$ cat src/rtl/mem_port_arbiter.sv
// Arbiter for a single-port memory bus shared by instruction fetch and data access.
// Data has priority. A bounded streak of data grants keeps a pending fetch from starving.
module mem_port_arbiter #(
  parameter int ADDR_W      = 32,
  parameter int DATA_W      = 32,
  parameter int MAX_DSTREAK = 4
) (
  input  logic              clk,
  input  logic              reset,
  input  logic              ireq,
  input  logic [ADDR_W-1:0] iaddr,
  input  logic              iflush,
  output logic              iresp_valid,
  output logic [DATA_W-1:0] irdata,
  output logic              istall,
  input  logic              dreq,
  input  logic              dwe,
  input  logic [ADDR_W-1:0] daddr,
  input  logic [DATA_W-1:0] dwdata,
  output logic              dresp_valid,
  output logic [DATA_W-1:0] drdata,
  output logic              dstall,
  output logic              bus_valid,
  output logic              bus_we,
  output logic [ADDR_W-1:0] bus_addr,
  output logic [DATA_W-1:0] bus_wdata,
  input  logic              bus_ready,
  input  logic [DATA_W-1:0] bus_rdata
);

  typedef enum logic [1:0] {IDLE, IBUSY, DBUSY} state_t;

  localparam logic [3:0] STREAK_LIMIT = 4'(MAX_DSTREAK);

  state_t     state;
  logic [3:0] dstreak;
  logic       idiscard;
  logic       ireq_eff;
  logic       grant_d;
  logic       grant_i;

  // A flush in the same cycle as a fetch request withdraws that request from arbitration.
  assign ireq_eff = ireq & ~iflush;

  always_comb begin
    // NOTE: every always_comb output gets a default first so no path can infer a latch.
    grant_d = 1'b0;
    grant_i = 1'b0;
    if (state == IDLE) begin
      grant_d = dreq & (~ireq_eff | (dstreak < STREAK_LIMIT));
      grant_i = ~grant_d & ireq_eff;
    end
  end

  assign bus_valid   = (state != IDLE);
  assign iresp_valid = (state == IBUSY) & bus_ready & ~idiscard & ~iflush;
  assign dresp_valid = (state == DBUSY) & bus_ready;
  assign irdata      = bus_rdata;
  assign drdata      = bus_rdata;
  assign istall      = ireq & ~iresp_valid;
  assign dstall      = dreq & ~dresp_valid;

  // NOTE: sequential state uses non-blocking assignments only, so every register samples pre-edge values.
  always_ff @(posedge clk or negedge reset) begin
    if (!reset) begin
      state     <= IDLE;
      bus_we    <= 1'b0;
      bus_addr  <= '0;
      bus_wdata <= '0;
      dstreak   <= 4'd0;
      idiscard  <= 1'b0;
    end else begin
      case (state)
        IDLE: begin
          if (grant_d) begin
            state     <= DBUSY;
            bus_we    <= dwe;
            bus_addr  <= daddr;
            bus_wdata <= dwdata;
            if (ireq_eff)
              dstreak <= (dstreak == 4'hF) ? dstreak : dstreak + 4'd1;
            else
              dstreak <= 4'd0;
          end else if (grant_i) begin
            state    <= IBUSY;
            bus_we   <= 1'b0;
            bus_addr <= iaddr;
            dstreak  <= 4'd0;
          end
        end
        IBUSY: begin
          if (bus_ready) begin
            state    <= IDLE;
            idiscard <= 1'b0;
          end else if (iflush) begin
            // The bus cycle cannot be aborted, so it runs to completion and its data is dropped.
            idiscard <= 1'b1;
          end
        end
        DBUSY: begin
          if (bus_ready) state <= IDLE;
        end
        default: state <= IDLE;
      endcase
    end
  end

endmodule

$ cat config.mk
export PLATFORM = sky130hd
export DESIGN_NAME = mem_port_arbiter
export DESIGN_NICKNAME = d
export VERILOG_FILES = /design/src/rtl/mem_port_arbiter.sv
export SDC_FILE = /design/constraint.sdc
export NUM_CORES = 1
export LEC_CHECK = 0
export CORE_AREA = 2 2 104 106
export DETAILED_ROUTE_END_ITERATION = 10
export DIE_AREA = 0 0 106 108
export GPL_TIMING_DRIVEN = 0
export PLACE_DENSITY_LB_ADDON = 0.3
export REMOVE_ABC_BUFFERS = 1
export SYNTH_ARGS = -nofsm -noshare
export SYNTH_HDL_FRONTEND = slang
export SYNTH_SLANG_ARGS = --single-unit
$ cat constraint.sdc
create_clock -name clk -period 1.8 [get_ports clk]
set_input_delay 0.36 -clock clk [delete_from_list [all_inputs] [get_ports clk]]
set_output_delay 0.36 -clock clk [all_outputs]
set_load 0.02 [all_outputs]
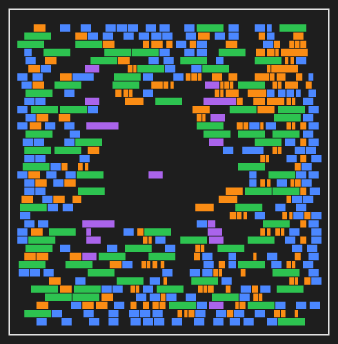
*Cell classes on the final placement*
(3 px per um)
- flip-flops: green (cells 72; share of their area 35%)
- all other logic: orange (cells 169; share of their area 24%)
- clock drivers and dummy loads: purple (cells 16; share of their area 5.0%)
- other buffers and delay cells: blue (cells 183; share of their area 35%)
cell area after layout: 5271 sq um
Placeable Area: 10230 sq um

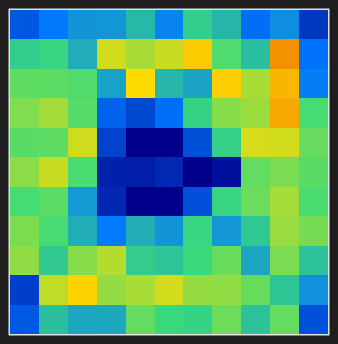
*Local utilization*
(3 px per um) The die is cut into 11 by 11 equal tiles; dark blue is low, red is high, 0 to 100% covered.
- emptiest ninth of the die: centre
- mean over tiles: 45%
- fullest tile: 84%
- nearly empty tiles: 4.1%
Floorplan Utilization: 33.90%
fin util: 51.52%

==> metrics.cfg <==
[outcome]
outcome = complete, no violations

[worst_hold_path]
min_path_cells = 2
whs_endpoint = bus_addr[27]$_DFFE_PN0P_
worstHoldStart = bus_addr[27]$_DFFE_PN0P_
worstHoldPathType = reg -> reg

[yosys]
syn_area_sq_um = 3468
netlist.area_leader.share_pct = 51.95
topCellsByArea = dfrtp_1, buf_4, mux2_2
netlist_instances = 317
ys_ff = 72
yosys_area_sq_um = 3468
synth.most_common_cell = dfrtp_1
synthDistinctLibCells = 26
yosysCellCount = 317
yosys-top-cells-count = dfrtp_1, buf_4, nand2_1, mux2_2, o22ai_1
edf_count = 0
yosysSeqAreaShare_pct = 51.95
syn_area_per_cell_sq_um = 10.94
async_flop_share_pct = 100.0
yosys_warnings = 0
synthFlopType = dfrtp_1
yosysTopAreaCell = dfrtp_1

[clock_tree]
cts_tree = done
clock-sinks = 72
cts_buffers = 9
htree_levels = 3
clk_pin_slew_worst_paths_ns = 0.08
root_buffer = clkbuf_8
clock.latency.late_pin_ns = 0.35
max-clock-path-buffers = 2

[route]
drtIter0Drc = 100
routed_wirelength_um = 14060
dr.pass1.iters = 4
wl_per_cell_um = 24.41
num_vias = 2863
antenna_left = 0
drc = 0
via_per_inst = 4.970

[timing]
hold_violations = 0
setup_viol = 0
slew_violations = 0
finalSetupTns_ns = 0
fin_crit_ns = 1.788
max_freq_mhz = 559.3
rsz0062_at_grt = yes
period_used_pct = 99.34
worst_slew_pin_slew_ns = 0.7894
hold_slack_ns = 0.4859
finClkSkew_ns = 0.01083
setup_ws_ns = 0.01192
max_slew_margin_pct = 47.37

[global_routing]
use_met1_pct = 23.70
grt_use_met3_pct = 18.63
grt_pass1_vias = 2920
grt_start_max_net_pins = 46
grt-ovfl-total = 0
grt_util_met2_pct = 38.94
grt_pass1_wl_um = 19690
track_usage_pct = 24.56
top_usage_layer = met2
antenna_found_initial = 0

[worst_setup_path]
rrSetupSlack_ns = 0.16
ff2ff_path_depth = 6
worst_r2r_endpoint = dstreak[2]$_DFFE_PN0P_
worstReg2RegStart = state[1]$_DFFE_PN0P_
path_max_fanout = 3
crit_arrival_ns = 1.43
critical_path_class = reg -> out
cp.required_ns = 1.44
start_kind = register
end_kind = primary output

[placement]
dp_cells = 546
portBuffers = 172
placed_area_sq_um = 4841
dpl.hpwl_um = 10310
place_congestion = 0.8310
post-place-ws_ns = -0.6159

[floorplan]
die_width_um = 106
ios = 269
fp-row-count = 37
dieArea_sq_um = 11450
fp.dieH_um = 108

[finish]
areaGrowthSynthToFinish_pct = 51.98
fill_cells = 932
layout.cells.non_filler = 576
antenna_cells = 0
drive_gt1_share_pct = 18.64
nets = 574

[power]
leakage_nw = 2.140
ir_worst_vdd_uv = 682.5
pwr_density_cell_nw_per_um2 = 1703
power_mw = 8.979

[flow_run]
tool_warnings = 29
max_cap_violations = 0

-- layout make-up --
| cell class | count | area, sq um | area share, % |
|---|---|---|---|
| clock inverters | 5 | 102.6 | 1.946 |
| repair buffers | 183 | 1809 | 34.32 |
| well taps | 136 | 170.2 | 3.228 |
| inverters | 3 | 11.26 | 0.2136 |
| clock buffers | 11 | 151.4 | 2.872 |
| multi-input cells | 166 | 1225 | 23.24 |
| flip-flops and latches | 72 | 1802 | 34.18 |
-- worst max-delay path by stage --
stage	start	end	slack, ns	cells past startpoint
5_1_grt	state[1]$_DFFE_PN0P_	istall	-0.08	6
2_1_floorplan	state[0]$_DFFE_PN0P_	bus_wdata[0]$_DFFE_PN0P_	-0.65	4
4_1_cts	state[1]$_DFFE_PN0P_	istall	-0.04	6
3_3_place_gp	reset	bus_addr[11]$_DFFE_PN0P_	-2.19	1
3_5_place_dp	iflush	bus_wdata[17]$_DFFE_PN0P_	-0.62	4
6_report	state[1]$_DFFE_PN0P_	istall	0.01	6
-- report_power, final --
| group | switching [mW] | internal (mW) | total (mW) |
|---|---|---|---|
| logic | 2.29 | 2.28 | 4.57 |
| clock network | 0.637 | 0.995 | 1.63 |
| registers | 0.386 | 2.39 | 2.77 |
| total | 3.31 | 5.67 | 8.98 |
-- kinds of logic after synthesis --
| kind of cell | count (synthesis) | synth area share [%] |
|---|---|---|
| buffers and inverters | 84 | 17.03 |
| AOI/OAI and AO/OA | 76 | 12.91 |
| adders and majority gates | 4 | 1.443 |
| muxes | 32 | 10.39 |
| and+or+nand+nor | 49 | 6.277 |
| DFF | 72 | 51.95 |
-- per-layer routing --
metal  share of wire, %  routed length [um]  up-vias
met3                 17                2398       27
li1                   -                   -     1283
met4                3.8                 534        2
met1                 34                4801     1341
met5               0.32                  45        -
met2                 45                6283      210
-- repair_timing --
| item | 4_1_cts | 5_1_grt |
|---|---|---|
| resized | 27 | 11 |
| hold buffers | 1 | 0 |
| pin swaps | 2 | 3 |
| hold endpoints to repair | 33 | 0 |
| cloned | 4 | 1 |
| setup endpoints to repair | 75 | 64 |
| setup buffers | 4 | 4 |
-- cell usage in the layout, fill, tap and decap left out, types with 4 or more instances in the layout --
cell type          n
clkdlybuf4s50_1  165
dfrtp_1           72
nand2_1           35
o22ai_1           32
mux2_2            32
o21ai_1           29
clkbuf_8          11
buf_4             11
o21ai_0            5
o21ai_4            4
o211a_4            4
-- worst max-delay path, cell delays in order (launching register included) --
cell and delay [ns]:
dfrtp_1 0.41, inv_2 0.12, ha_4 0.15, nand2_2 0.05
nor3_2 0.14, nor2b_1 0.06, buf_2 0.16
-- state kept, by name (all words and copies together), names as in the netlist --
signal	count
bus_addr	32
bus_wdata	32
bus_we	1
dstreak	4
idiscard	1
state	2
